`config.mk`:
```
export PLATFORM = sky130hd
export DESIGN_NAME = seq_detect_n_flat
export DESIGN_NICKNAME = d
export VERILOG_FILES = /design/src/rtl/seq_detect_n_if.sv /design/src/rtl/seq_detect_n.sv /design/src/flat_wrapper.sv
export SDC_FILE = /design/constraint.sdc
export NUM_CORES = 1
export LEC_CHECK = 0
export CORE_ASPECT_RATIO = 1.75
export CORE_MARGIN = 10
export CORE_UTILIZATION = 30
export DETAILED_ROUTE_END_ITERATION = 8
export HOLD_SLACK_MARGIN = 0.1
export PLACE_DENSITY = 0.63
export SKIP_LAST_GASP = 1
export SYNTH_ARGS = -nofsm -noshare
export SYNTH_HDL_FRONTEND = slang
export SYNTH_SLANG_ARGS = --single-unit
```
`constraint.sdc`:
```
create_clock -name clk -period 1.3 [get_ports clk]
set_input_delay 0.325 -clock clk [delete_from_list [all_inputs] [get_ports clk]]
set_output_delay 0.325 -clock clk [all_outputs]
set_load 0.05 [all_outputs]
```
`src/rtl/seq_detect_n_if.sv`:
```
// Bus bundle for seq_detect_n: serial bit stream, pattern load controls and
// the registered detection results. WIDTH and CNT_W must match the values
// given to the seq_detect_n instance that uses the slave side.
interface seq_detect_n_if #(
    parameter int WIDTH = 4,
    parameter int CNT_W = 8
);
    localparam int FILL_W = $clog2(WIDTH + 1);

    logic              x0;         // bit-valid strobe
    logic              x1;         // serial data bit
    logic              pat_load;   // capture pattern/overlap, restart detection
    logic [WIDTH-1:0]  pattern;    // pattern[WIDTH-1] is the first bit expected
    logic              overlap;    // 1 = overlapping matches
    logic              RG;         // registered match pulse
    logic              RN;         // registered reject pulse
    logic [FILL_W-1:0] fill;       // valid bits in the history window
    logic [CNT_W-1:0]  match_cnt;  // saturating match count

    modport master (
        output x0, x1, pat_load, pattern, overlap,
        input  RG, RN, fill, match_cnt
    );

    modport slave (
        input  x0, x1, pat_load, pattern, overlap,
        output RG, RN, fill, match_cnt
    );
endinterface

```
`src/rtl/seq_detect_n.sv`:
```
// seq_detect_n: serial N-bit pattern detector with overlapping or
// non-overlapping match modes, a fill counter and registered match/reject
// pulses. The saturating match counter is built only when the macro
// SEQ_DETECT_N_CNT_EN is defined; otherwise match_cnt reads constant 0.
module seq_detect_n #(
    parameter int WIDTH = 4,
    parameter int CNT_W = 8
) (
    input  logic          clk,
    input  logic          reset,
    seq_detect_n_if.slave bus
);
    localparam int                FILL_W = $clog2(WIDTH + 1);
    localparam logic [FILL_W-1:0] FULL   = FILL_W'(WIDTH);

    // Elaboration-time guard on the supported parameter ranges.
    if (WIDTH < 2 || WIDTH > 16) begin : g_bad_width
        $error("seq_detect_n: WIDTH must be in 2..16");
    end
    if (CNT_W < 1 || CNT_W > 16) begin : g_bad_cnt_w
        $error("seq_detect_n: CNT_W must be in 1..16");
    end

    logic [WIDTH-1:0]  history;
    logic [FILL_W-1:0] fill_q;
    logic [WIDTH-1:0]  shadow_pat;
    logic              shadow_ov;
    logic              rg_q;
    logic              rn_q;

    logic [WIDTH-1:0]  hist_next;
    logic [FILL_W-1:0] fill_inc;
    logic              accept;
    logic              window_full;
    logic              hit;
    logic              miss;

    // Next-window evaluation for the bit presented on this edge.
    always_comb begin
        // NOTE: every signal driven here is assigned unconditionally, so no latch can be inferred.
        accept      = bus.x0 & ~bus.pat_load;
        hist_next   = {history[WIDTH-2:0], bus.x1};
        fill_inc    = (fill_q == FULL) ? FULL : fill_q + FILL_W'(1);
        window_full = (fill_inc == FULL);
        hit         = accept & window_full & (hist_next == shadow_pat);
        miss        = accept & window_full & ~(hist_next == shadow_pat);
    end

    // Shadow pattern/overlap capture; only a load can change them.
    always_ff @(posedge clk or negedge reset) begin
        // NOTE: reset is asynchronous and clears the shadows too, so pattern 0 is live until the first load.
        if (!reset) begin
            shadow_pat <= '0;
            shadow_ov  <= 1'b0;
        end else if (bus.pat_load) begin
            // NOTE: sequential state uses non-blocking assignment so all registers see pre-edge values.
            shadow_pat <= bus.pattern;
            shadow_ov  <= bus.overlap;
        end
    end

    // History shift register and fill counter; gaps (x0=0) hold both.
    always_ff @(posedge clk or negedge reset) begin
        if (!reset) begin
            history <= '0;
            fill_q  <= '0;
        end else if (bus.pat_load) begin
            history <= '0;
            fill_q  <= '0;
        end else if (accept) begin
            history <= hist_next;
            // A non-overlapping match consumes the window; an overlapping
            // one keeps it full so the very next bit is checked again.
            if (hit && !shadow_ov) begin
                fill_q <= '0;
            end else begin
                fill_q <= fill_inc;
            end
        end
    end

    // One-cycle match/reject pulses; a load or an idle edge clears both.
    always_ff @(posedge clk or negedge reset) begin
        if (!reset) begin
            rg_q <= 1'b0;
            rn_q <= 1'b0;
        end else begin
            rg_q <= hit;
            rn_q <= miss;
        end
    end

`ifdef SEQ_DETECT_N_CNT_EN
    localparam logic [CNT_W-1:0] CNT_MAX = '1;

    logic [CNT_W-1:0] cnt_q;

    // Saturating match counter, restarted by every load.
    always_ff @(posedge clk or negedge reset) begin
        if (!reset) begin
            cnt_q <= '0;
        end else if (bus.pat_load) begin
            cnt_q <= '0;
        end else if (hit && cnt_q != CNT_MAX) begin
            cnt_q <= cnt_q + CNT_W'(1);
        end
    end

    assign bus.match_cnt = cnt_q;
`else
    assign bus.match_cnt = '0;
`endif

    assign bus.RG   = rg_q;
    assign bus.RN   = rn_q;
    assign bus.fill = fill_q;

endmodule

```
`src/flat_wrapper.sv`:
```
// flat-port wrapper written by rule: the top's interface ports become plain ports
module seq_detect_n_flat 
#(
    parameter int WIDTH = 4,
    parameter int CNT_W = 8
)
  (clk, reset, bus_x0, bus_x1, bus_pat_load, bus_pattern, bus_overlap, bus_RG, bus_RN, bus_fill, bus_match_cnt);
  seq_detect_n_if #(.WIDTH(WIDTH), .CNT_W(CNT_W)) bus_i ();
  input  logic clk;
  input  logic reset;
  input wire logic [$bits(bus_i.x0)-1:0] bus_x0;
  input wire logic [$bits(bus_i.x1)-1:0] bus_x1;
  input wire logic [$bits(bus_i.pat_load)-1:0] bus_pat_load;
  input wire logic [$bits(bus_i.pattern)-1:0] bus_pattern;
  input wire logic [$bits(bus_i.overlap)-1:0] bus_overlap;
  output wire logic [$bits(bus_i.RG)-1:0] bus_RG;
  output wire logic [$bits(bus_i.RN)-1:0] bus_RN;
  output wire logic [$bits(bus_i.fill)-1:0] bus_fill;
  output wire logic [$bits(bus_i.match_cnt)-1:0] bus_match_cnt;
  assign bus_i.x0 = bus_x0;
  assign bus_i.x1 = bus_x1;
  assign bus_i.pat_load = bus_pat_load;
  assign bus_i.pattern = bus_pattern;
  assign bus_i.overlap = bus_overlap;
  assign bus_RG = bus_i.RG;
  assign bus_RN = bus_i.RN;
  assign bus_fill = bus_i.fill;
  assign bus_match_cnt = bus_i.match_cnt;
  seq_detect_n #(.WIDTH(WIDTH), .CNT_W(CNT_W)) u_core (.clk(clk), .reset(reset), .bus(bus_i));
endmodule
```
### Metal 2, run 1

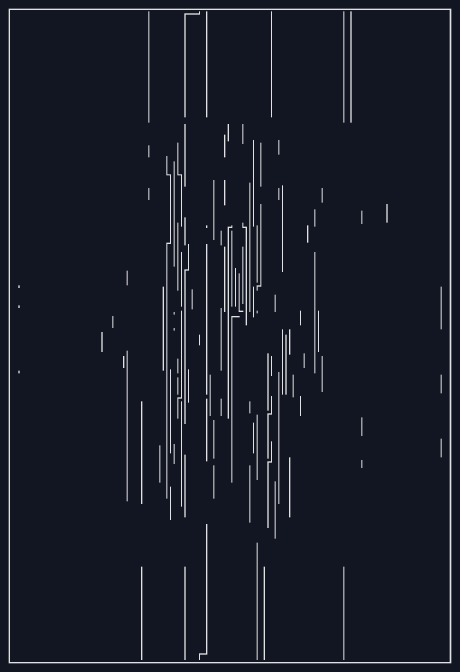
share of all routed wire = 55%
main direction = vertical
nets with wire on the layer = 90
longest straight run = 32.5 um
wire length on this layer = 795 um

### Routing congestion, run 1

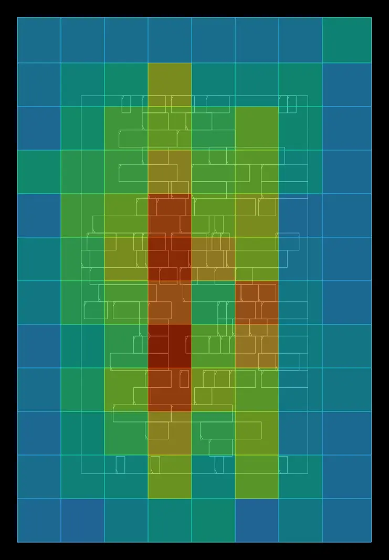
Most Used Layer, Global Route: met2
GRT Total Usage: 0.0659
routed len/inst: 13.1 um
met2 Track Usage GR: 0.115

### Placement density heat map, run 1

6 x 8 tiles, from white (low) to dark blue (high), 0 to 100% covered.
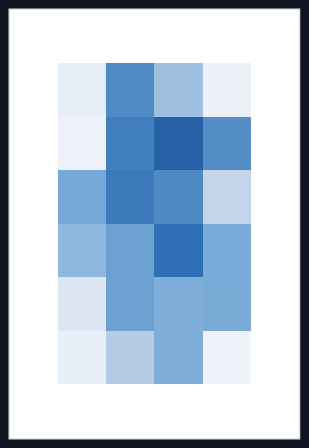
nearly empty tiles = 50%
emptiest ninth of the die = top left
mean over tiles = 22%

==> run 1: layout by cell type (no fill, tap or decap), drive strengths merged <==
cell type / n
conb: 8
nand2b: 1
xor2: 4
a22oi: 1
mux2i: 4
clkbuf: 4
inv: 3
nand3b: 1
nor2: 5
o2111ai: 1
nor4: 2
nor4b: 1
clkdlybuf4s50: 8
nand3: 1
a21oi: 2
dlymetal6s2s: 1
ha: 2
buf: 17
mux2: 5
a2111oi: 1
dfrtp: 13
nand2: 2
==> run 1: cell families after synthesis <==
family,Yosys count
DFF,13
and+or+nand+nor,13
buffers and inverters,13
muxes,9
AOI/OAI and AO/OA,5
xor gates and xnor gates,4
adders and majority gates,2
other,1
==> run 1: metrics by stage <==
| step | power, uW | hold slack (ns) | setup slack [ns] |
|---|---|---|---|
| after floorplan | 630 | 0.0294 | -0.0518 |
| after global placement | 702 | 0.516 | -0.268 |
| after detailed placement | 705 | 0.521 | -0.320 |
| after CTS | 971 | 0.351 | -0.0245 |
| after global routing | 1020 | 0.360 | -0.139 |
| final | 962 | 0.349 | -0.0591 |
==> run 1: timing repair <==
item | 4_1_cts | 5_1_grt
setup endpoints to repair | 4 | 6
pin swaps | 1 | 1
gates resized | 3 | 2
buffers inserted | 2 | 2
==> run 1: worst min-delay path by stage <==
stage	slack [ns]	cells past startpoint	endpoint
3_5_place_dp	0.52	1	u_core.shadow_pat[2]
2_1_floorplan	0.03	0	u_core.bus.RG
5_1_grt	0.36	2	u_core.history[0]
6_report	0.35	2	u_core.history[0]
3_3_place_gp	0.52	1	u_core.shadow_pat[2]
4_1_cts	0.35	2	u_core.bus.fill[0]
==> run 1: flip-flops by register name (all words and copies together) (netlist names) <==
register,flops
u_core.shadow_pat,4
u_core.bus.RG,1
u_core.shadow_ov,1
u_core.bus.RN,1
u_core.history,3
u_core.bus.fill,3
==> run 1: worst max-delay path: cells and delay by family <==
family                 cells  cell delay, ns
AOI/OAI and AO/OA          2            0.50
and+or+nand+nor            1            0.10
buffers and inverters      1            0.59
==> run 1: Yosys cell counts (2+ instances only) <==
cell type / number
nand2_1: 2
buf_4: 9
a21oi_1: 2
dfrtp_1: 13
ha_1: 2
xor2_1: 4
nor2_1: 5
mux2_2: 5
mux2i_1: 4
inv_1: 3
==> run 1: final cells by class <==
type | instances | area (um2)
repair buffers | 26 | 290
flip-flops and latches | 13 | 329
multi-input cells | 41 | 347
fillers | 207 | 1110
inverters | 3 | 11.3
clock buffers | 4 | 26.3
well taps | 24 | 30.0
==> run 1: metal layers <==
layer | up-vias | wire length (um) | share of wire | GRT usage
met4 | 0 | 42 | 0.029 | 0.0460
li1 | 242 | - | - | -
met5 | - | 0 | 0 | 0
met2 | 16 | 794 | 0.55 | 0.115
met1 | 236 | 533 | 0.37 | 0.0600
met3 | 6 | 83 | 0.057 | 0.0244
==> run 1: power breakdown <==
part	total [uW]	leakage [uW]	switching, uW	internal, uW
Clock	251	0.0000150	131	119
Sequential	450	0.000163	21.1	429
Combinational	262	0.000291	143	119
Total	962	0.000469	295	667
==> run notes, run 1 <==
impl run done, here's what came out: initial antenna violation count 0, maximum capacitance violations 0, Top logic family multiplexers, Post-Place Cells 103, Core Box Area 2150 um2, Flops after synth 13, synthesized instance count 60, Final Skew 0.00372 ns, run status finished, violations left, top area contributor share 0.476, number of core rows 22, tool warnings 30, CTS tree yes, main flop type dfrtp_1, final setup violation count 4, RR Endpoint u_core.bus.RG, min setup slack post-route -0.0591 ns, Warnings, synthesis 0, area delta synth->final 51.3%, Max clock buf depth 2, Slew Limit Fails 0, DR DRC count 0, failing checks setup timing, I/O pin count 23, Design Area, Final 1030 um2, Final Hold Viols 0, slowest stage cell, crit path clkdlybuf4s50_1, RSZ-0062 raised after global routing yes, Yosys Instances 60, H-tree levels 1, Die X 56.1 um, mux share 0.141, crit path from bus_x0, post-placement cell area 950 um2, Cell Chain, Critical Path clkdlybuf4s50_1 -> nor2_1 -> a2111oi_2 -> a22oi_1, first-pass GRT wire length 2500 um, clock sink count 13, Unique cell types 21, final setup TNS -0.0854 ns, FF-to-FF Start u_core.shadow_pat[0], largest net degree at the start of global routing 14, CTS root buffer clkbuf_4, worst skew pair latency 0.28 ns, Hold-fix buffers, CTS 0, top post-synthesis cells by area dfrtp_1, buf_4, mux2_2, GP Congestion 0.722, vias in the first global route 554, final core occ 0.481, Avg Cell Area, Syn 11.4 um2, Antenna Nets Post-Route 0, Post-Synth Adder-Cell Area 0.0366, Worst VDD drop 0.532 mV, Detailed Routing Iterations Pass 1 4, share of layout cells above drive strength 1 0.414, end point of the critical path u_core.bus.fill[2], Yosys chip area 683 um2, nature of the critical path endpoint register, PwrDens 931 nW/um2, Crit Path Category in2reg, initial core utilization 0.318, Seq/Total Area, Yosys 0.476, Final Cycle Share 1.05, critical path's largest stage delay 0.59 ns, Inserted Diodes 0, yosys simple share 0.115, Reg2Reg Setup Slack -0.02 ns, post-synth top area cell dfrtp_1, Die Ht 83.1 um, CTS clk-pin slew, worst paths 0.08 ns, total CTS buffers 3, P_leak 0.000469 uW, min cycle time layout 1.36 ns, Worst EP required 1.45 ns, port bufs 14, Hold Path Class in2async
## Run 2: what changed since run 1
--- a/config.mk
+++ b/config.mk
@@ -5,13 +5,10 @@
 export SDC_FILE = /design/constraint.sdc
 export NUM_CORES = 1
 export LEC_CHECK = 0
-export CORE_ASPECT_RATIO = 1.75
-export CORE_MARGIN = 10
-export CORE_UTILIZATION = 30
+export CORE_UTILIZATION = 39
 export DETAILED_ROUTE_END_ITERATION = 8
 export HOLD_SLACK_MARGIN = 0.1
-export PLACE_DENSITY = 0.63
-export SKIP_LAST_GASP = 1
+export PLACE_DENSITY = 0.77
 export SYNTH_ARGS = -nofsm -noshare
 export SYNTH_HDL_FRONTEND = slang
 export SYNTH_SLANG_ARGS = --single-unit
==> run 2 against run 1 <==
Compared with the run above:
- the run still ends with setup timing left
- non-clock buffer count down 3
- final cell count down 9.9%
- routed wire length down 17%
- count of clock-buffer cells in the layout unchanged
- first-iteration DRC count unchanged
- synthesized cell count unchanged
- core utilization up 15 points
- critical path type is now reg2reg
- highest routed layer unchanged
==> run notes, run 2 <==
impl run done, here's what came out: run status finished, violations left, failing checks setup timing, Yosys chip area 683 um2, Hold Path Class in2async, Levels on crit path 4, full die area 1920 um2, top area contributor share 0.476, post-synth top area cell dfrtp_1, Yosys Instances 60, worst skew pair latency 0.27 ns, Worst VDD drop 0.843 mV, most instantiated logic cell after routing dfrtp_1, top post-synthesis cells by area dfrtp_1, buf_4, mux2_2, synthesized instance count 60, GP Congestion 0.712, critical path's largest stage delay 0.44 ns, Post-synth top cells dfrtp_1, buf_4, mux2_2, nor2_1, WL final 1210 um, main flop type dfrtp_1, Core Box Area 1580 um2, Filler cells 134, starting DRC count in detailed routing 5, pre-CTS setup slack -0.376 ns, DR DRC count 0, Inserted Diodes 0, Max Used Layer met4, Cell Chain, Critical Path ha_1 -> nand3b_1 -> o2111ai_4 -> nor4b_2, largest net degree at the start of global routing 14, port bufs 14, Crit path buffers/inverters 0, nature of the critical path endpoint register, total number of vias 498, cells on worst reg2reg path 4, number of core rows 14, final setup violation count 3, min cycle time layout 1.35 ns, Crit Path Category reg2reg, Worst Path Arrival 1.52 ns, async set or reset register ratio after synthesis 1.00, RSZ-0062 raised after global routing yes, Seq/Total Area, Yosys 0.476, Die Ht 43.9 um, count of library flops with an enable pin 0, Post-Syn Area 683 um2, share of layout cells above drive strength 1 0.393, total CTS buffers 3, Final Hold Viols 0, P_leak 0.000444 uW, slowest stage cell, crit path dfrtp_2, initial core utilization 0.433, Worst EP required 1.47 ns, Biggest register u_core.shadow_pat, Final Cycle Share 1.04, Detailed Routing Iterations Pass 1 6, maximum clock rate 0.742 GHz, vias in the first global route 492, Avg Cell Area, Syn 11.4 um2, Vias/cell 4.98, crit path from u_core.bus.fill[0], CTS tree yes, PwrDens 961 nW/um2, grt total ovfl 0, layout net count 97, FF-to-FF Start u_core.bus.fill[0], I/O pin count 23, Warnings, synthesis 0, crit start category register, CP max FO 4, H-tree levels 1, max FFs per register 4, CTS clk-pin slew, worst paths 0.08 ns, CTS root buffer clkbuf_4, delay-heaviest family, CP flip-flops, Final HPWL DP 919 um, initial antenna violation count 0, WL met1 479 um, area delta synth->final 45.4%, Met3 Routed Length 43 um, Pwr Total 955 uW, GRT Total Usage 0.150, Antenna Nets Post-Route 0, tool warnings 30, routed len/inst 12.1 um, maximum capacitance violations 0, Die X 43.9 um, Top Layout Cells dfrtp_1, conb_1, clkdlybuf4s50_1, buf_4, Unique cell types 21, Final Skew 0.00806 ns, Flops after synth 13, Slew Limit Fails 0, Max clock buf depth 2, most common cell in the netlist dfrtp_1, clock sink count 13, min setup slack post-route -0.0482 ns, first-pass GRT wire length 2100 um, routed length on met2 680 um
run 2: cell count changes in the layout (fill, tap and decap cells not counted):
cell,before,now
buf_4,10,8
buf_6,2,1
dlygate4sd2_1,0,1
dlymetal6s2s_1,1,0
run 2: stage by stage:
stage	std cells	hold WS [ns]	cell area, um2	setup TNS, ns	utilization
6_report	100	0.354	993	-0.0588	0.630
5_1_grt	100	0.368	993	-0.330	0.630
4_1_cts	100	0.363	982	-0.0446	0.623
3_5_place_dp	94	0.522	932	-2.13	0.591
3_3_place_gp	94	0.515	932	-1.98	0.591
2_1_floorplan	67	0.0294	742	-0.130	-
run 2: layout make-up:
class	count	area [um2]	area share
Multi-Input combinational cell	41	347	0.349
Tap cell	16	20.0	0.0202
Clock buffer	4	26.3	0.0264
Sequential cell	13	329	0.331
Timing Repair Buffer	23	260	0.262
Inverter	3	11.3	0.0113
run 2: kinds of logic (layout without fill, tap and decap cells):
| logic type | count (synthesis) | count (layout) | synth area share |
|---|---|---|---|
| flops | 13 | 13 | 0.476 |
| simple gates | 13 | 13 | 0.115 |
| buf+inv | 13 | 30 | 0.123 |
| mux | 9 | 9 | 0.141 |
| compound gates | 5 | 5 | 0.0513 |
| xor+xnor | 4 | 4 | 0.0513 |
| fa+ha+maj | 2 | 2 | 0.0366 |
| other cells | 1 | 8 | 0.00549 |
run 2: per-layer routing:
metal | GRT usage | up-vias
li1 | - | 237
met1 | 0.165 | 245
met2 | 0.275 | 14
met3 | 0.0500 | 2
met4 | 0.0424 | 0
met5 | 0 | -
run 2: path summary, 6_finish.rpt:
path | endpoint | slack [ns]
worst min register to register | u_core.shadow_pat[0] | 0.53
max in group asynchronous | u_core.bus.fill[0] | 0.76
worst max register to register | u_core.bus.RG | -0.05
worst max-delay path | u_core.bus.RG | -0.05
min in group clk | u_core.history[0] | 0.50
worst min-delay path | u_core.shadow_pat[1] | 0.35
run 2: what timing repair did:
| action | in CTS | in global routing |
|---|---|---|
| gates cloned | 0 | 0 |
| hold buffers | 0 | 0 |
| resized | 3 | 1 |
| endpoints found under the hold margin | 0 | 0 |
| endpoints found under the setup margin | 4 | 5 |
| pin swaps | 2 | 2 |
| setup buffers | 2 | 0 |
run 2: power breakdown:
| part | internal [uW] | leakage (uW) | switching, uW |
|---|---|---|---|
| sequential | 429 | 0.000163 | 21.6 |
| clock | 119 | 0.0000150 | 129 |
| combinational | 115 | 0.000266 | 141 |
| total | 663 | 0.000444 | 292 |
### Gate-type map, run 2

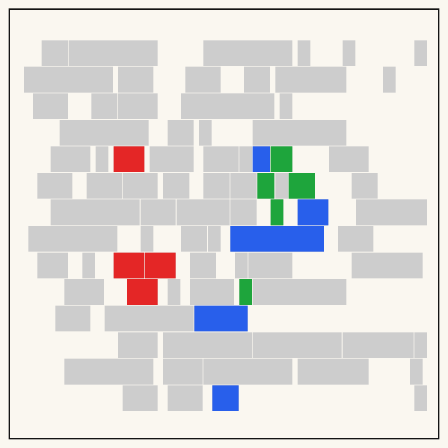
aoi and oai cells -> blue  # cells 5
xor and xnor cells -> red  # cells 4
nand cells -> green  # cells 5

Power is estimated from default activity; no workload was simulated.
